Met1 routing:
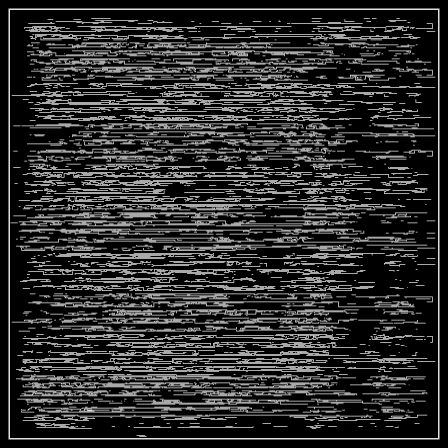
Metal 2:
The bar under the picture is 50 um long. Cells faint in the background.
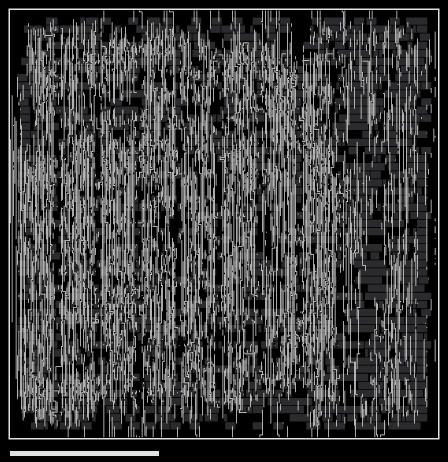
**src/rtl/alu_pipe_pkg.sv**
```systemverilog
// Shared pipeline types for the integer execution units.
// alu_op_e is 4 bits wide; codes 0..4 are fixed by existing consumers.
package pipeline_types;

  localparam int ALU_OP_W = 4;

  typedef enum logic [ALU_OP_W-1:0] {
    ALU_ADD  = 4'd0,
    ALU_SUB  = 4'd1,
    ALU_AND  = 4'd2,
    ALU_OR   = 4'd3,
    ALU_XOR  = 4'd4,
    ALU_SLL  = 4'd5,
    ALU_SRL  = 4'd6,
    ALU_SRA  = 4'd7,
    ALU_SLT  = 4'd8,
    ALU_SLTU = 4'd9
  } alu_op_e;

endpackage

```
**src/rtl/alu_pipe_core.sv**
```systemverilog
// Stateless integer op evaluation; undefined encodings yield zero.
module alu_core
  import pipeline_types::*;
#(
  parameter int XLEN = 32
) (
  input  logic [ALU_OP_W-1:0] op_i,
  input  logic [XLEN-1:0]     a_i,
  input  logic [XLEN-1:0]     b_i,
  output logic [XLEN-1:0]     result_o
);

  localparam int SHW = $clog2(XLEN);

  logic signed [XLEN-1:0] a_s;
  logic signed [XLEN-1:0] b_s;
  logic        [SHW-1:0]  shamt;

  assign a_s   = a_i;
  assign b_s   = b_i;
  assign shamt = b_i[SHW-1:0];

  always_comb begin
    result_o = '0;
    case (op_i)
      ALU_ADD:  result_o = a_i + b_i;
      ALU_SUB:  result_o = a_i - b_i;
      ALU_AND:  result_o = a_i & b_i;
      ALU_OR:   result_o = a_i | b_i;
      ALU_XOR:  result_o = a_i ^ b_i;
      ALU_SLL:  result_o = a_i << shamt;
      ALU_SRL:  result_o = a_i >> shamt;
      ALU_SRA:  result_o = $unsigned(a_s >>> shamt);
      ALU_SLT:  result_o = {{(XLEN-1){1'b0}}, (a_s < b_s)};
      ALU_SLTU: result_o = {{(XLEN-1){1'b0}}, (a_i < b_i)};
      default:  result_o = '0;
    endcase
  end

endmodule

```
**src/rtl/alu_pipe.sv**
```systemverilog
// Elastic ALU pipeline: result computed at issue, then carried through
// STAGES registers with per-stage hold/advance and bubble collapsing.
module alu_pipe
  import pipeline_types::*;
#(
  parameter int XLEN      = 32,
  parameter int ROB_TAG_W = 4,
  parameter int PREG_W    = 6,
  parameter int STAGES    = 2
) (
  input  logic                 clk,
  input  logic                 rst,
  input  logic                 valid_i,
  output logic                 ready_o,
  input  logic [ALU_OP_W-1:0]  alu_op_i,
  input  logic [XLEN-1:0]      op1_i,
  input  logic [XLEN-1:0]      op2_i,
  input  logic [PREG_W-1:0]    rd_p_i,
  input  logic [ROB_TAG_W-1:0] rob_tag_i,
  input  logic                 flush_i,
  output logic                 valid_o,
  input  logic                 ready_i,
  output logic [XLEN-1:0]      result_o,
  output logic [PREG_W-1:0]    rd_p_o,
  output logic [ROB_TAG_W-1:0] rob_tag_o
);

  if (STAGES < 1 || STAGES > 4) begin : g_bad_stages
    $error("alu_pipe: STAGES must be in 1..4");
  end

  typedef struct packed {
    logic                 vld;
    logic [XLEN-1:0]      result;
    logic [PREG_W-1:0]    rd_p;
    logic [ROB_TAG_W-1:0] rob_tag;
  } stage_t;

  stage_t [STAGES-1:0] stg_q;
  stage_t [STAGES:0]   stg_in;
  stage_t              new_stg;
  logic   [STAGES-1:0] vld;
  logic   [STAGES-1:0] adv;
  logic   [XLEN-1:0]   alu_res;
  logic                issue;

  alu_core #(.XLEN(XLEN)) u_core (
    .op_i     (alu_op_i),
    .a_i      (op1_i),
    .b_i      (op2_i),
    .result_o (alu_res)
  );

  assign ready_o = adv[0] && !flush_i;
  assign issue   = valid_i && ready_o;

  always_comb begin
    new_stg         = '0;
    new_stg.vld     = issue;
    new_stg.result  = alu_res;
    new_stg.rd_p    = rd_p_i;
    new_stg.rob_tag = rob_tag_i;
  end

  // stg_in[k] is what stage k would capture: the new issue for k=0,
  // otherwise the contents of stage k-1.
  assign stg_in = {stg_q, new_stg};

  // Stage k may advance when the tail drains or any stage at or beyond k
  // is empty, which is what lets bubbles collapse under a stalled tail.
  always_comb begin
    vld = '0;
    adv = '0;
    for (int k = 0; k < STAGES; k++) vld[k] = stg_q[k].vld;
    for (int k = 0; k < STAGES; k++) adv[k] = ready_i || (|((~vld) >> k));
  end

  always_ff @(posedge clk) begin
    for (int k = 0; k < STAGES; k++) begin
      if (rst || flush_i) begin
        stg_q[k].vld <= 1'b0;
      end else if (adv[k]) begin
        stg_q[k].vld <= stg_in[k].vld;
      end
      if (rst) begin
        if (k == STAGES-1) begin
          stg_q[k].result  <= '0;
          stg_q[k].rd_p    <= '0;
          stg_q[k].rob_tag <= '0;
        end
      end else if (!flush_i && adv[k] && stg_in[k].vld) begin
        stg_q[k].result  <= stg_in[k].result;
        stg_q[k].rd_p    <= stg_in[k].rd_p;
        stg_q[k].rob_tag <= stg_in[k].rob_tag;
      end
    end
  end

  assign valid_o   = stg_q[STAGES-1].vld;
  assign result_o  = stg_q[STAGES-1].result;
  assign rd_p_o    = stg_q[STAGES-1].rd_p;
  assign rob_tag_o = stg_q[STAGES-1].rob_tag;

endmodule

```
**config.mk**
```make
export PLATFORM = sky130hd
export DESIGN_NAME = alu_pipe
export DESIGN_NICKNAME = d
export VERILOG_FILES = /design/src/rtl/alu_pipe_pkg.sv /design/src/rtl/alu_pipe_core.sv /design/src/rtl/alu_pipe.sv
export SDC_FILE = /design/constraint.sdc
export NUM_CORES = 1
export LEC_CHECK = 0
export CAP_MARGIN = 20
export CORE_MARGIN = 2
export CORE_UTILIZATION = 59
export DETAILED_ROUTE_END_ITERATION = 7
export PLACE_DENSITY_LB_ADDON = 0.05
export REMOVE_ABC_BUFFERS = 1
export SYNTH_ARGS = -nofsm -noshare
export SYNTH_HDL_FRONTEND = slang
export SYNTH_SLANG_ARGS = --single-unit
```
**constraint.sdc**
```tcl
create_clock -name clk -period 6 [get_ports clk]
set_clock_uncertainty 0.2 [all_clocks]
set_input_delay 1.2 -clock clk [delete_from_list [all_inputs] [get_ports clk]]
set_output_delay 1.2 -clock clk [all_outputs]
set_load 0.01 [all_outputs]
```
==> deck_impl_summary.md <==
Synthesis and Place & Route Summary

Outcome
  – Status: complete, no violations

Timing
  – Total negative slack: 0 ps
  – Hold Vio Cnt, Final: 0
  – Final Setup Violations: 0
  – Worst Tran Pin Value: between 800 and 900 ps

Yosys
  – EDFF count, synth: between 40 and 50
  – Ys Warns: 0
  – Ys cells: 1,571
  – Post-Synthesis Cells: 1,571

Clock network
  – H-tree depth: 3
  – Root Driver: clkbuf_16
  – Setup bufs post-CTS: 0
  – Hold_buf cts: 0
  – Clock Sinks: 86

Setup path
  – R2R Setup Slk: 3850 ps
  – Crit path launch type: input pin
  – Worst Path Required: 5910 ps

Route
  – Wire length per cell: roughly 23 um
  – Via count: 12,659

Die
  – CORE AREA: 19,300 um2

Global routing
  – Vias in the first global route: 11,538

Cells and area
  – Comb gate area: 8290 um2
  – Final net count: 1,787
  – Reg area: about 2100 um2
-- 'met1 routing' (at the start) --
The longest straight run is 49.7 um. The layer holds 39% of the routed length.

-- 'metal 2' (at the start) --
The layer carries 18,500 um of wire. The wires run mostly vertical. The layer holds 43% of the routed length. The longest straight run is 76.2 um. 1,438 nets have wire on it.

[power by group]
part / switching [uW] / internal (uW) / leakage, uW
Sequential: 11.0 / 647 / 0.000733
Clock: 254 / 286 / 0.000136
Combinational: 567 / 350 / 0.00443
[synth_stat cells (31+ instances only)]
library cell,number,area (um2)
nor2_1,162,608
a211oi_1,31,233
dfxtp_1,44,881
ha_1,98,1230
buf_4,46,345
clkbuf_1,74,278
edfxtp_1,42,1260
inv_1,93,349
a21oi_1,173,866
nand2_1,206,773
o21ai_0,105,526
mux2i_1,59,591
[critical path, stage by stage]
cell and delay, ps:
clkdlybuf4s50_1 550, inv_1 100, ha_1 240, fa_1 420, o21bai_1 310, a2111oi_2 180
o41ai_2 540, a221oi_2 170, o21bai_2 260, a21oi_2 180, o41ai_2 650, o41a_1 220
o21ai_1 70, a22o_1 230
[through the flow]
stage | hold slack, ps | setup slack, ps | util, % | total power, uW
after detailed placement | 248 | 304 | 65.9 | 1550
after floorplan | 271 | 616 | - | 1200
after global routing | 271 | 354 | 67.4 | 2200
final | 251 | 587 | 67.4 | 2110
after CTS | 257 | 668 | 67.3 | 2090
after global placement | 240 | 371 | 65.9 | 1540
[state kept, by name, indices dropped and copies added, names as in the netlist]
signal,flops
stg_in,43
rob_tag_o,4
rd_p_o,6
result_o,32
valid_o,1
[cells in the final DEF (no fill, tap or decap), types with 8 or more instances in the layout]
cell and count:
nand2_1 206, a21oi_1 172, nor2_1 162, clkdlybuf4s50_1 122, o21ai_0 105, ha_1 98
inv_1 91, mux2i_1 59, buf_4 49, dfxtp_1 44, edfxtp_1 42, a211oi_1 31
nand3_1 27, nor3_1 27, o211ai_1 23, mux4_2 21, mux2_2 20, o22ai_1 20
a21o_1 17, a221oi_1 15, a31oi_1 14, o21bai_1 14, nand2b_1 12, a22oi_1 10
and3_1 10, o21a_1 9, o2111ai_1 9, clkbuf_16 9, a211o_1 8, or2_2 8
[path summary, 6_finish.rpt]
check / startpoint / endpoint / cells past startpoint
max reg2reg: valid_o / result_o[14] / 4
max: op1_i[0] / stg_in[83] / 14
min reg2reg: result_o[19] / result_o[19] / 2
min: result_o[19] / result_o[19] / 2
[per-layer routing]
layer  global-route usage, %  wire [um]
met5                       0          0
met4                    16.3       2000
met3                    8.76       5520
met2                    62.8      18500
met1                    55.1      16700
[cells by family after synthesis]
| family | share of synthesized area (%) |
|---|---|
| compound gates | 30.2 |
| simple gates | 19.0 |
| buf+inv | 9.87 |
| mux | 11.2 |
| fa+ha+maj | 11.0 |
| flops | 18.6 |
| xor+xnor | 0.152 |
[layout make-up]
cell class	instances	share of cell area [%]
antenna	1	0.0192
clock inverter	7	0.441
multi-input combinational	1236	63.6
inverter	96	2.76
sequential	86	16.4
clock buffer	9	1.73
tap	265	2.54
timing repair buffer	175	12.5
No activity file was given, so power comes from the tool's default toggle rates.
